### Sequential cells coloured by netlist name

Other cells in grey.
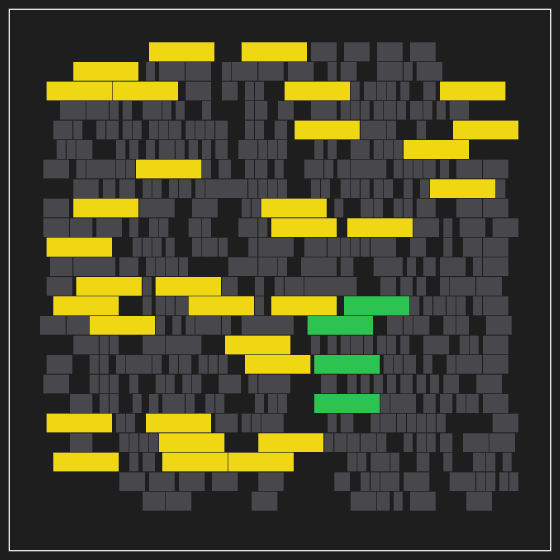
### Cell area per tile

The die is cut into 8 by 8 equal tiles; black is low, pale yellow is high, 0 to 100% covered.
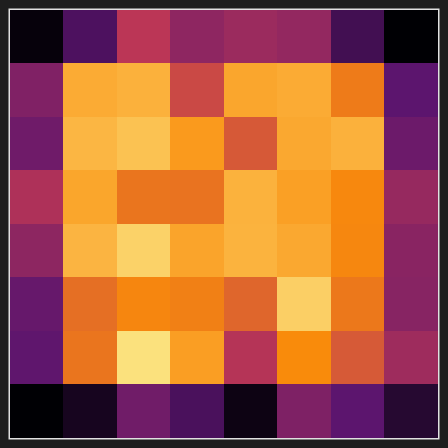
### Cells coloured by class

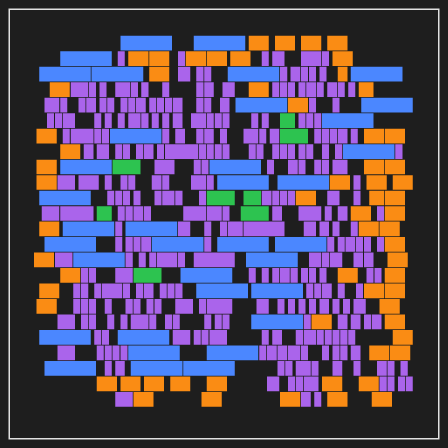
### Drive-strength map

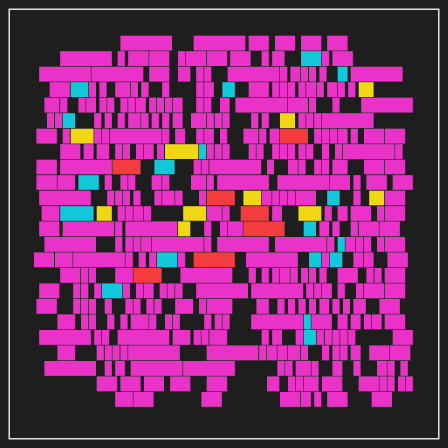
### Routing congestion map

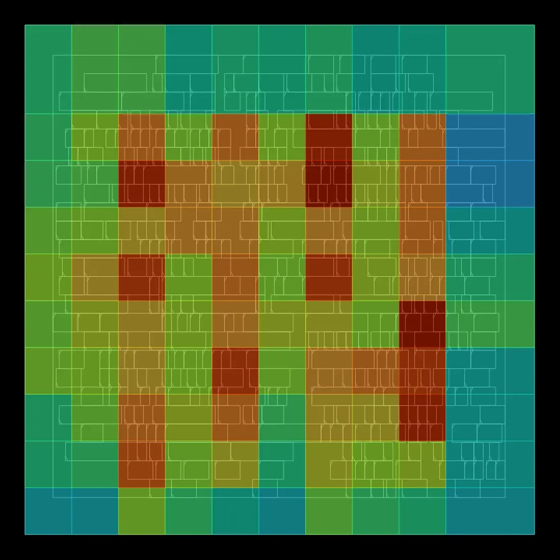
==> src/rtl/multicycle_control.sv <==
// Main control FSM for the multicycle RISC-V core: sequences fetch, decode,
// execute, memory and write-back for LW/SW/R-type/BEQ and counts retired instructions.
module multicycle_control #(
   parameter int INSTRET_W = 32
) (
   input  logic                 clk,
   input  logic                 rst_n,
   input  logic [6:0]           opcode,
   input  logic                 stall,
   output logic [1:0]           ALUop,
   output logic                 ALUSrcA,
   output logic [1:0]           ALUSrcB,
   output logic                 MemtoReg,
   output logic                 MemRead,
   output logic                 MemWrite,
   output logic                 IorD,
   output logic                 RegWrite,
   output logic                 IRWrite,
   output logic                 PCWrite,
   output logic                 PCWriteCond,
   output logic                 PCSource,
   output logic                 halted,
   output logic [3:0]           state,
   output logic [INSTRET_W-1:0] instret
);

   localparam logic [6:0] OP_LW  = 7'b0000011;
   localparam logic [6:0] OP_SW  = 7'b0100011;
   localparam logic [6:0] OP_R   = 7'b0110011;
   localparam logic [6:0] OP_BEQ = 7'b1100011;

   typedef enum logic [3:0] {
      S_FETCH    = 4'd0,
      S_DECODE   = 4'd1,
      S_MEMADDR  = 4'd2,
      S_MEMREAD  = 4'd3,
      S_MEMWB    = 4'd4,
      S_MEMWRITE = 4'd5,
      S_EXECUTE  = 4'd6,
      S_RTYPE_WB = 4'd7,
      S_BRANCH   = 4'd8,
      S_HALT     = 4'd9
   } state_t;

   state_t                 r_state;
   state_t                 w_next;
   logic [INSTRET_W-1:0]   r_instret;
   logic                   w_retire;

   logic [1:0] w_alu_op;
   logic       w_src_a;
   logic [1:0] w_src_b;
   logic       w_mem_to_reg;
   logic       w_mem_read;
   logic       w_mem_write;
   logic       w_iord;
   logic       w_reg_write;
   logic       w_ir_write;
   logic       w_pc_write;
   logic       w_pc_write_cond;
   logic       w_pc_source;

   always_ff @(posedge clk or negedge rst_n) begin
      if (!rst_n) begin
         r_state <= S_FETCH;
      end else if (!stall) begin
         r_state <= w_next;
      end
   end

   always_ff @(posedge clk or negedge rst_n) begin
      if (!rst_n) begin
         r_instret <= '0;
      end else if (!stall && w_retire) begin
         r_instret <= r_instret + 1'b1;
      end
   end

   // An instruction retires on the edge that leaves its final state.
   assign w_retire = (r_state == S_MEMWB)    || (r_state == S_MEMWRITE) ||
                     (r_state == S_RTYPE_WB) || (r_state == S_BRANCH);

   always_comb begin
      w_next = S_HALT;
      unique case (r_state)
         S_FETCH:    w_next = S_DECODE;
         S_DECODE: begin
            if (opcode == OP_LW || opcode == OP_SW) w_next = S_MEMADDR;
            else if (opcode == OP_R)                w_next = S_EXECUTE;
            else if (opcode == OP_BEQ)              w_next = S_BRANCH;
            else                                    w_next = S_HALT;
         end
         S_MEMADDR: begin
            if (opcode == OP_LW)      w_next = S_MEMREAD;
            else if (opcode == OP_SW) w_next = S_MEMWRITE;
            else                      w_next = S_HALT;
         end
         S_MEMREAD:  w_next = S_MEMWB;
         S_MEMWB:    w_next = S_FETCH;
         S_MEMWRITE: w_next = S_FETCH;
         S_EXECUTE:  w_next = S_RTYPE_WB;
         S_RTYPE_WB: w_next = S_FETCH;
         S_BRANCH:   w_next = S_FETCH;
         S_HALT:     w_next = S_HALT;
         default:    w_next = S_HALT;
      endcase
   end

   always_comb begin
      w_alu_op        = 2'b00;
      w_src_a         = 1'b0;
      w_src_b         = 2'b00;
      w_mem_to_reg    = 1'b0;
      w_mem_read      = 1'b0;
      w_mem_write     = 1'b0;
      w_iord          = 1'b0;
      w_reg_write     = 1'b0;
      w_ir_write      = 1'b0;
      w_pc_write      = 1'b0;
      w_pc_write_cond = 1'b0;
      w_pc_source     = 1'b0;
      unique case (r_state)
         S_FETCH: begin
            w_mem_read = 1'b1;
            w_ir_write = 1'b1;
            w_pc_write = 1'b1;
            w_src_b    = 2'b01;
         end
         S_DECODE:   w_src_b = 2'b11;
         S_MEMADDR: begin
            w_src_a = 1'b1;
            w_src_b = 2'b10;
         end
         S_MEMREAD: begin
            w_mem_read = 1'b1;
            w_iord     = 1'b1;
         end
         S_MEMWB: begin
            w_reg_write  = 1'b1;
            w_mem_to_reg = 1'b1;
         end
         S_MEMWRITE: begin
            w_mem_write = 1'b1;
            w_iord      = 1'b1;
         end
         S_EXECUTE: begin
            w_src_a  = 1'b1;
            w_alu_op = 2'b10;
         end
         S_RTYPE_WB: w_reg_write = 1'b1;
         S_BRANCH: begin
            w_src_a         = 1'b1;
            w_alu_op        = 2'b01;
            w_pc_write_cond = 1'b1;
            w_pc_source     = 1'b1;
         end
         default: ;
      endcase
   end

   // Reset blanks everything combinationally; stall only blocks state-changing writes.
   assign ALUop       = rst_n ? w_alu_op : 2'b00;
   assign ALUSrcA     = rst_n & w_src_a;
   assign ALUSrcB     = rst_n ? w_src_b : 2'b00;
   assign MemtoReg    = rst_n & w_mem_to_reg;
   assign MemRead     = rst_n & w_mem_read;
   assign IorD        = rst_n & w_iord;
   assign PCSource    = rst_n & w_pc_source;
   assign MemWrite    = rst_n & ~stall & w_mem_write;
   assign RegWrite    = rst_n & ~stall & w_reg_write;
   assign IRWrite     = rst_n & ~stall & w_ir_write;
   assign PCWrite     = rst_n & ~stall & w_pc_write;
   assign PCWriteCond = rst_n & ~stall & w_pc_write_cond;

   assign halted  = rst_n & (r_state == S_HALT);
   assign state   = r_state;
   assign instret = r_instret;

endmodule

==> config.mk <==
export PLATFORM = sky130hd
export DESIGN_NAME = multicycle_control
export DESIGN_NICKNAME = d
export VERILOG_FILES = /design/src/rtl/multicycle_control.sv
export SDC_FILE = /design/constraint.sdc
export NUM_CORES = 1
export LEC_CHECK = 0
export ABC_AREA = 1
export CORE_MARGIN = 4
export CORE_UTILIZATION = 53
export DETAILED_ROUTE_END_ITERATION = 12
export PLACE_DENSITY = 0.86
export SYNTH_ARGS = -nofsm -noshare
export SYNTH_HDL_FRONTEND = slang
export SYNTH_SLANG_ARGS = --single-unit
==> constraint.sdc <==
create_clock -name clk -period 2.3 [get_ports clk]
set_input_delay 0.23 -clock clk [delete_from_list [all_inputs] [get_ports clk]]
set_output_delay 0.23 -clock clk [all_outputs]
set_load 0.005 [all_outputs]
==> run summary <==
flow finished, numbers: most numerous cell in the Yosys netlist=nand2_1, Sw Share=34.9%, PD cells=588 nW/um^2, cts hold-fix bufs=1, Top-area cell share=a little under two fifths, flip-flops=36, Leak=1.40 nW, Top cell excl fill/tap=nand2_1, Inverters, non-clock=about 46, port bufs=around 60, IO Pins=between 60 and 70, sequential share of power=a little over two fifths, Post-Syn Instances=~350, final setup margin=about 0.11 ns, TritonCTS Buffers=5, max_slew headroom=69.0%, TritonRoute pass-1 iters=5, Synth top cells by count=nand2_1 (119), nor2_1 (50), inv_1 (41), vias in the first global route=~2300, Synth Seq Share=~38%, CP Launch Type=flop, Die X=between 70 and 80 microns, first-pass GRT wire length=9.58 mm, synthesis-to-finish area growth=31.2%, final period utilization=around 95%, critical path fanouts, max=6, Total Power=approximately 1.8 mW, Yosys chip area=roughly 2400 sq um, die area=between 5000 and 6000 sq um, worst path cell trace=nor2_2, inv_1, nor3_1, inv_1, a21oi_1, clkdlybuf4s50_1, post-DR vias/cell=roughly 5, Sink Count=36, clk root buf=clkbuf_8, Fin. Hold Viols=0, nonclk buf count=~63, CP peak stage delay=approximately 0.51 ns, post-synthesis cell area=~2400 sq um, status=complete, no violations, antenna violations before repair=0, Final Instance Count excl. Fillers=approximately 470, buffer share of cell area=roughly a fifth, yosys adder share=0.523%, Log Warnings=26, fin nets=about 420
## Picture notes: 'Sequential cells coloured by netlist name'
yellow -> `instret`  # flops 32, where all over the die
green -> `state`  # flops 4

## Picture notes: 'Cell area per tile'
fullest tile = 94%
densest ninth of the die = centre
tiles over 75% full = 31%
nearly empty tiles = 4.7%
mean over tiles = 54%
Core Region: 4350 sq um
Util after Layout: 72.1%
Starting Density: 54.9%

## Picture notes: 'Cells coloured by class'
blue -> sequential cells  # cells 36, share of their area 29%
purple -> combinational and other logic  # cells 306, share of their area 47%
orange -> remaining buffers and delay cells  # cells 63, share of their area 20%
green -> clock drivers and dummy loads  # cells 8, share of their area 3.0%
final instance area: 3140 sq um
flop share of the area: 28.7%
placement row count: 24

## Picture notes: 'Drive-strength map'
red -> _6 and larger  # cells 7, most used clkbuf_8
magenta -> _0 and _1 cells  # cells 378, most used nand2_1
cyan -> _2 cells  # cells 18
yellow -> _3 and _4 cells  # cells 10

## Picture notes: 'Routing congestion map'
GR Util All Layers: 21.5%
M3 GR Usage: 5.34%
gr busiest metal: met2

## routing by layer
| layer | track usage (%) | wire length, microns |
|---|---|---|
| met1 | 27.6 | 2500 |
| met2 | 36.6 | 2800 |
| met3 | 5.34 | 361 |
| met4 | 5.44 | 65 |
| met5 | 0 | 0 |
## power groups by stage
stage	Clock [mW]	Sequential (mW)	Combinational [mW]
after floorplan	0	0.789	0.308
after global placement	0	0.796	0.589
after detailed placement	0	0.798	0.597
after CTS	0.470	0.787	0.600
after global routing	0.496	0.806	0.667
final	0.461	0.789	0.595
## critical path, delay by kind of cell (launching register included)
kind	cells	cell delay, ns
simple gates	2	0.44
compound gates	1	0.13
buf+inv	3	0.66
flops	1	0.46
## worst paths after layout
path | from | endpoint | slack, ns | cells after the start
setup / recovery | state[3]$_DFFE_PN0N_ | IorD | 0.11 | 6
hold / removal | rst_n | instret[28]$_DFFE_PN0P_ | 0.01 | 2
setup reg to reg | instret[0]$_DFFE_PN0P_ | instret[24]$_DFFE_PN0P_ | 0.58 | 8
hold reg to reg | instret[31]$_DFFE_PN0P_ | instret[31]$_DFFE_PN0P_ | 0.50 | 2
max in group asynchronous | rst_n | instret[2]$_DFFE_PN0P_ | 1.48 | 2
min in group clk | instret[31]$_DFFE_PN0P_ | instret[31]$_DFFE_PN0P_ | 0.50 | 2
## metrics by stage
stage / utilization [%] / hold WS (ns) / setup TNS, ns / cell area, sq um
floorplan: - / -0.0656 / 0 / 2390
global placement: 69.7 / 0.139 / 0 / 3030
detailed placement: 69.7 / 0.140 / 0 / 3030
CTS: 72.0 / 0.0108 / 0 / 3140
global route: 72.1 / 0.0311 / -0.0258 / 3140
finish: 72.1 / 0.0107 / 0 / 3140
## state kept, by name (all words and copies together) (netlist names)
name,count
state,4
instret,32
Power figures rest on the tool's default switching activity, not on a simulated workload.
